==> config.mk <==
export PLATFORM = sky130hd
export DESIGN_NAME = mem_stage_ctrl_flat
export DESIGN_NICKNAME = d
export VERILOG_FILES = /design/src/rtl/mem_stage_ctrl_pkg.sv /design/src/rtl/mem_stage_ctrl_if.sv /design/src/rtl/mem_stage_ctrl_byte_align.sv /design/src/rtl/mem_stage_ctrl.sv /design/src/flat_wrapper.sv
export SDC_FILE = /design/constraint.sdc
export NUM_CORES = 1
export LEC_CHECK = 0
export CAP_MARGIN = 15
export CELL_PAD_IN_SITES_DETAIL_PLACEMENT = 0
export CELL_PAD_IN_SITES_GLOBAL_PLACEMENT = 1
export CORE_MARGIN = 2
export CORE_UTILIZATION = 40
export CTS_CLUSTER_SIZE = 12
export DETAILED_ROUTE_END_ITERATION = 7
export DONT_BUFFER_PORTS = 1
export PLACE_DENSITY = 0.77
export SYNTH_ARGS = -nofsm -noshare
export SYNTH_HDL_FRONTEND = slang
export SYNTH_SLANG_ARGS = --single-unit
==> constraint.sdc <==
create_clock -name clk -period 3.72 [get_ports clk]
set_input_delay 0.372 -clock clk [delete_from_list [all_inputs] [get_ports clk]]
set_output_delay 0.372 -clock clk [all_outputs]
set_load 0.1 [all_outputs]
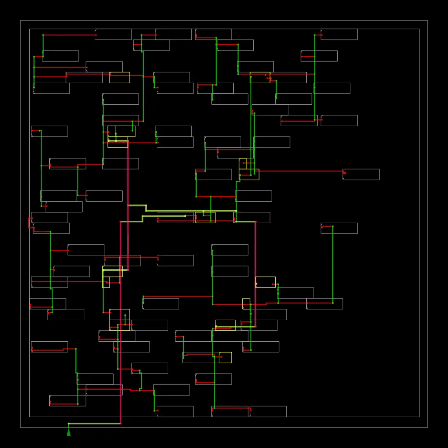
(run_1/clock_nets.png)
CLK BUF: 11
clock skew: 10.3 ps
Flop Count: 74
CTS Sinks: 74

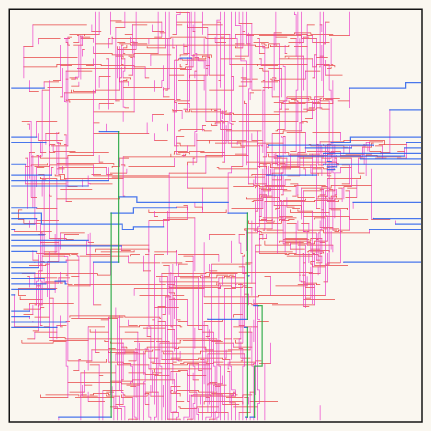
(run_1/layers.png)
(4 px per um)
layer	colour	wire length
M1	red	3500 um
M4	green	163 um
M3	blue	659 um
M2	magenta	4040 um
all-layer global routing usage: 16.8%
via count: 2442
Routed WL: 8.36 mm
drt wl/cell: 18.0 um

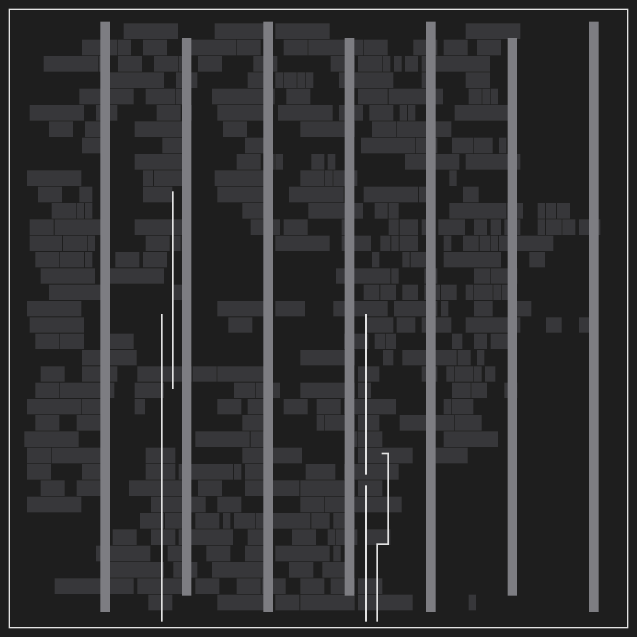
(run_1/m4.png)
(6 px per um) Supply wires on this layer in grey. Cells faint in the background.
longest straight run	51.0 um
share of all routed wire	2.0%
nets with wire on the layer	4

==> impl_metrics.env, run 1 <==
# physical design summary
export IMPL_fillers=918
export IMPL_seq_share_pct=43.6
export IMPL_cp_num_buf_inv=3
export IMPL_finalSetupViolCount=0
export IMPL_synthAoiAreaFrac_pct=6.89
export IMPL_mux_area_share_pct=30.3
export IMPL_drive_gt1_share_pct=36.4
export IMPL_clk_share_pct=4.24
export IMPL_core_area_mm2=0.00964
export IMPL_fp_util_pct=40.5
export IMPL_grt_ovfl_total=0
export IMPL_cp_required_ps=3350
export IMPL_status="finished clean"
export IMPL_yosys_area_mm2=0.00391
export IMPL_cts_tree="done"
export IMPL_synth_xor_area_share_pct=0.448
export IMPL_grt_pass1_wl_mm=13.5
export IMPL_ys_sh_adder_pct=1.28
export IMPL_r2r_cells=6
export IMPL_syn_area_mm2=0.00391
export IMPL_area_leaders="dfrtp_1 47%, mux2_2 26%, nand2_1 3.8%, mux2i_1 3.1%, inv_1 1.4%"
export IMPL_tns_ps=0
export IMPL_synthesis_nets=388
export IMPL_die_area_mm2=0.0106
export IMPL_stdcell_area_mm2=0.00425
export IMPL_relSlewSlack_pct=37.5
export IMPL_dr_pass1_iters=4
export IMPL_ys_sh_simple_pct=9.26
export IMPL_antennaDiodeCount=0
export IMPL_nonClkBufAreaFrac_pct=1.95
export IMPL_yosysWarnings=0
export IMPL_synth_edff_count=0
export IMPL_warnings=29
export IMPL_synth_most_common_cell="mux2_2"
export IMPL_lay_top_count="mux2_2"
export IMPL_syn_to_final_growth_pct=8.68
export IMPL_final_core_util_pct=44.0
export IMPL_dpl_cell_count=447
export IMPL_ys_cells=325
export IMPL_netlist_area_leader_share_pct=47.4
export IMPL_numCtsBuffers=9
## Run 2: what changed since run 1
Settings changed: PLACE_DENSITY 0.77 to 0.8.
Clock period 3.72 ns to 2.3 ns, I/O delays scaled along.
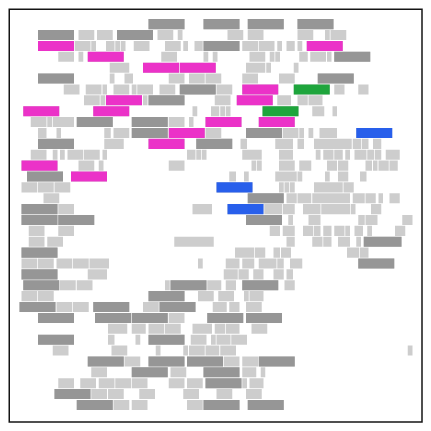
(run_2/ff_map.png)
(4 px per um)
netlist name	colour	flops
u_core.dmem.dmem_byte_enable	green	2
u_core.wdata_q	magenta	16
u_core.kind_q	blue	3
not coloured	53
fin util: 44.8%
Seq area share: 42.9%

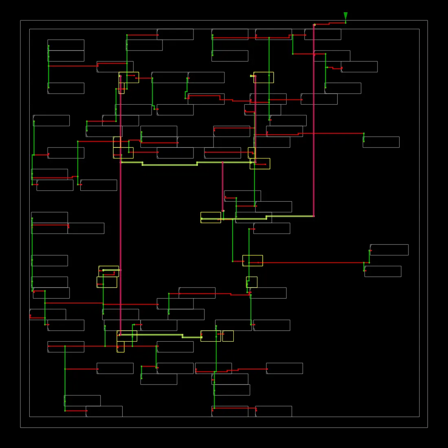
(run_2/clock_nets.png)
clock skew: 6.57 ps
Inserted Clock Buffers: 9

==> run 2 against run 1 <==
Highest routed layer unchanged; wire length grew 3.0%; clock skew shrank 3.7 ps; critical path depth is the same; synthesized cell count is the same; global-route usage is essentially flat; cell area grew 1.8%.
==> impl_metrics.env, run 2 <==
# physical design summary
export IMPL_status="finished clean"
export IMPL_nonClkBufAreaFrac_pct=3.76
export IMPL_nClkBuffers=11
export IMPL_synth_xor_area_share_pct=0.448
export IMPL_synth_most_common_cell="mux2_2"
export IMPL_synthesis_nets=388
export IMPL_ys_sh_simple_pct=9.26
export IMPL_syn_to_final_growth_pct=10.6
export IMPL_tns_ps=0
export IMPL_ys_cells=325
export IMPL_cts_tree="done"
export IMPL_die_area_mm2=0.0106
export IMPL_yosysWarnings=0
export IMPL_area_leaders="dfrtp_1 47%, mux2_2 26%, nand2_1 3.8%, mux2i_1 3.1%, inv_1 1.4%"
export IMPL_grt_pass1_wl_mm=13.2
export IMPL_cp_num_buf_inv=1
export IMPL_groute_usage_overall_pct=16.8
export IMPL_fp_util_pct=40.5
export IMPL_syn_area_mm2=0.00391
export IMPL_clk_share_pct=3.97
export IMPL_mux_area_share_pct=30.3
export IMPL_drive_gt1_share_pct=38.7
export IMPL_finalSetupViolCount=0
export IMPL_seq_cell_count=74
export IMPL_synth_edff_count=0
